==> run_1/gate_families.png <==
Bar = 20 um.
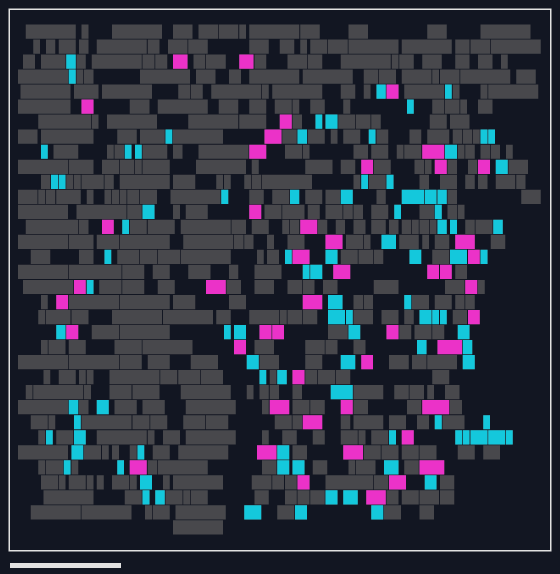
==> run_1/final_placement.png <==
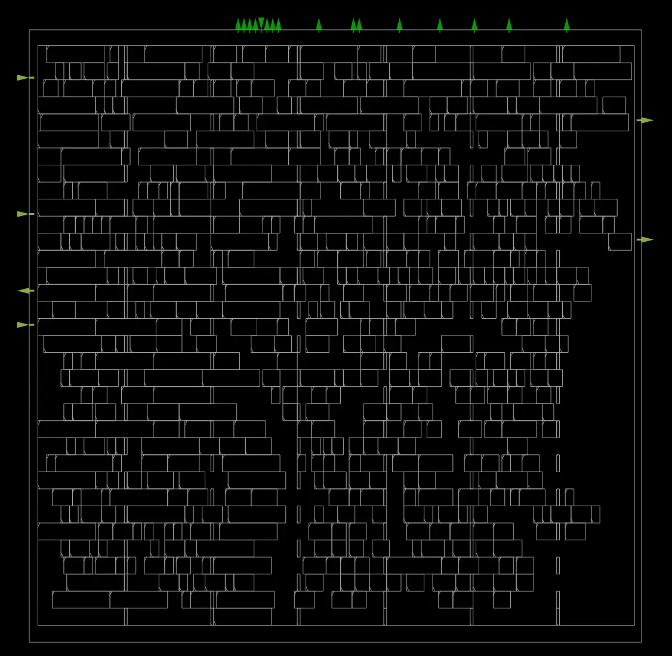
==> run_1/met3.png <==
Bar = 20 um.
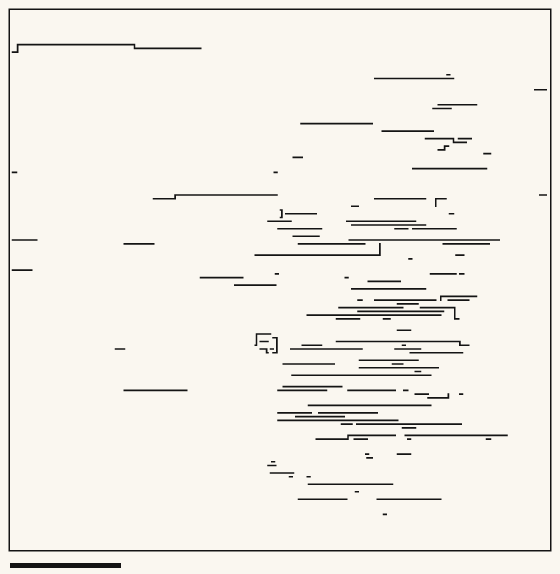
==> config.mk <==
export PLATFORM = sky130hd
export DESIGN_NAME = ps2_hack_keyboard
export DESIGN_NICKNAME = d
export VERILOG_FILES = /design/src/rtl/ps2_hack_keyboard.sv
export SDC_FILE = /design/constraint.sdc
export NUM_CORES = 1
export LEC_CHECK = 0
export CAP_MARGIN = 30
export CORE_UTILIZATION = 55
export DETAILED_ROUTE_END_ITERATION = 8
export PLACE_DENSITY = 0.73
export SLEW_MARGIN = 10
export SYNTH_ARGS = -nofsm -noshare
export SYNTH_HDL_FRONTEND = slang
export SYNTH_SLANG_ARGS = --single-unit
==> constraint.sdc <==
create_clock -name clk -period 4.4 [get_ports clk]
set_clock_uncertainty 0.05 [all_clocks]
set_input_delay 0.88 -clock clk [delete_from_list [all_inputs] [get_ports clk]]
set_output_delay 0.88 -clock clk [all_outputs]
set_load 0.02 [all_outputs]
==> results_dict.tcl, run 1 <==
# metrics dict for downstream scripts
set metrics [dict create \
    logic_area_sq_um 3040 \
    finish.instance_area_sq_um 5540 \
    critPathCaptureType "register" \
    outcome "completed" \
    post_cts_resized 0 \
    nNetsFinal 594 \
    hold_depth 0 \
    h-tree-depth 3 \
    syn_nets 579 \
    ys_cells 566 \
    io_pins 22 \
    openroad.warnings 29 \
    ys_sh_adder_pct 2.23 \
    buffers 39 \
    rsz0062_at_grt "false" \
    routedWlPerCell_um 19.1 \
    cellLeakagePower_nw 2.34 \
    cts.path.max_buffers 2 \
    clk_share_pct 3.41 \
    worst-path-buf-inv 0 \
    powerClk_mw 0.487 \
    cts_made_buffers 9 \
    cp_max_fo 28 \
    grt_util_met1_pct 37.4 \
    yosys-top-cells-count "dfrtp_1, nor2_1, nand2_1" \
    worst-setup-path-type "reg2reg" \
    place.port_buffers 21 \
]
## Picture notes: gate_families.png
AND and OR gates: drawn in magenta, cells 47, where spread over the die. NAND gates: drawn in cyan, cells 94, where spread over the die.
Top cell excl fill/tap: dfrtp_1
fraction of area in multi-input gates: 54.9%
final non-filler cell total: 694

## Picture notes: final_placement.png
Filler cells: 746
final design utilization: 62.9%

## Picture notes: met3.png
The wires run mostly horizontal. The layer holds 5.9% of the routed length. The longest straight run is 27.1 um. 83 nets have wire on it. The layer carries 785 um of wire.
Total Wirelength: 13200 um
via count: 4589
GR Util met3: 4.15%

## Run 2: what changed since run 1
--- a/config.mk
+++ b/config.mk
@@ -5,7 +5,6 @@
 export SDC_FILE = /design/constraint.sdc
 export NUM_CORES = 1
 export LEC_CHECK = 0
-export CAP_MARGIN = 30
 export CORE_UTILIZATION = 55
 export DETAILED_ROUTE_END_ITERATION = 8
 export PLACE_DENSITY = 0.73
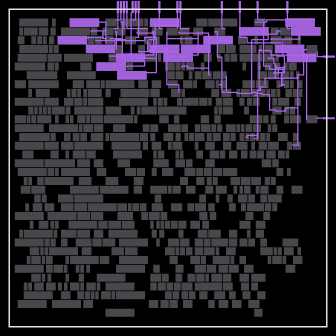
(run_2/port_nets.png)
keycode: drawn in purple, bits 16, direction output, edge 14 north, 2 east, end cells 16, buffers 16, wire 675 um.
port bufs: 21
# IOs: 22

==> run 2 against run 1 <==
Clock power hardly changed. Combinational power hardly changed. Sequential share of layout area hardly changed. Hold slack hardly changed. Power is 0.18% higher. Non-clock buffer count is 1 lower. Critical path type unchanged. Highest routed layer unchanged.
==> results_dict.tcl, run 2 <==
# metrics dict for downstream scripts
set metrics [dict create \
    outcome "completed" \
    final_cells 693 \
    logic_area_sq_um 3040 \
    rsz0062_at_grt "false" \
    h-tree-depth 3 \
    largest_class "logic gates" \
    worst-path-buf-inv 0 \
    routedWlPerCell_um 19.0 \
    final_util_pct 62.8 \
    clk_share_pct 3.41 \
    openroad.warnings 29 \
    yosys-top-cells-count "dfrtp_1, nor2_1, nand2_1" \
    path_cells "or3_1 > a2111oi_1 > a311o_1 > a211o_1 > o22ai_1 > a2111o_1 > or4_4 > a211oi_4 > o31ai_1" \
    comb_share_pct 55.0 \
    finish.instance_area_sq_um 5530 \
    power.total_mw 1.36 \
    n_fill_cell 750 \
    via_count 4585 \
    cp_max_fo 28 \
    nClkBuffers 9 \
    cts_made_buffers 9 \
    ys_cells 566 \
    final_common_cell "dfrtp_1" \
    worst-setup-path-type "reg2reg" \
    ys_sh_adder_pct 2.23 \
    syn_nets 579 \
    powerClk_mw 0.490 \
    drt_wl_total_um 13200 \
    yosys.area_share.simple_pct 29.2 \
    cellLeakagePower_nw 2.34 \
    grt_util_met1_pct 37.1 \
    post_cts_resized 0 \
    buffers 38 \
]
Power is estimated from default activity; no workload was simulated.
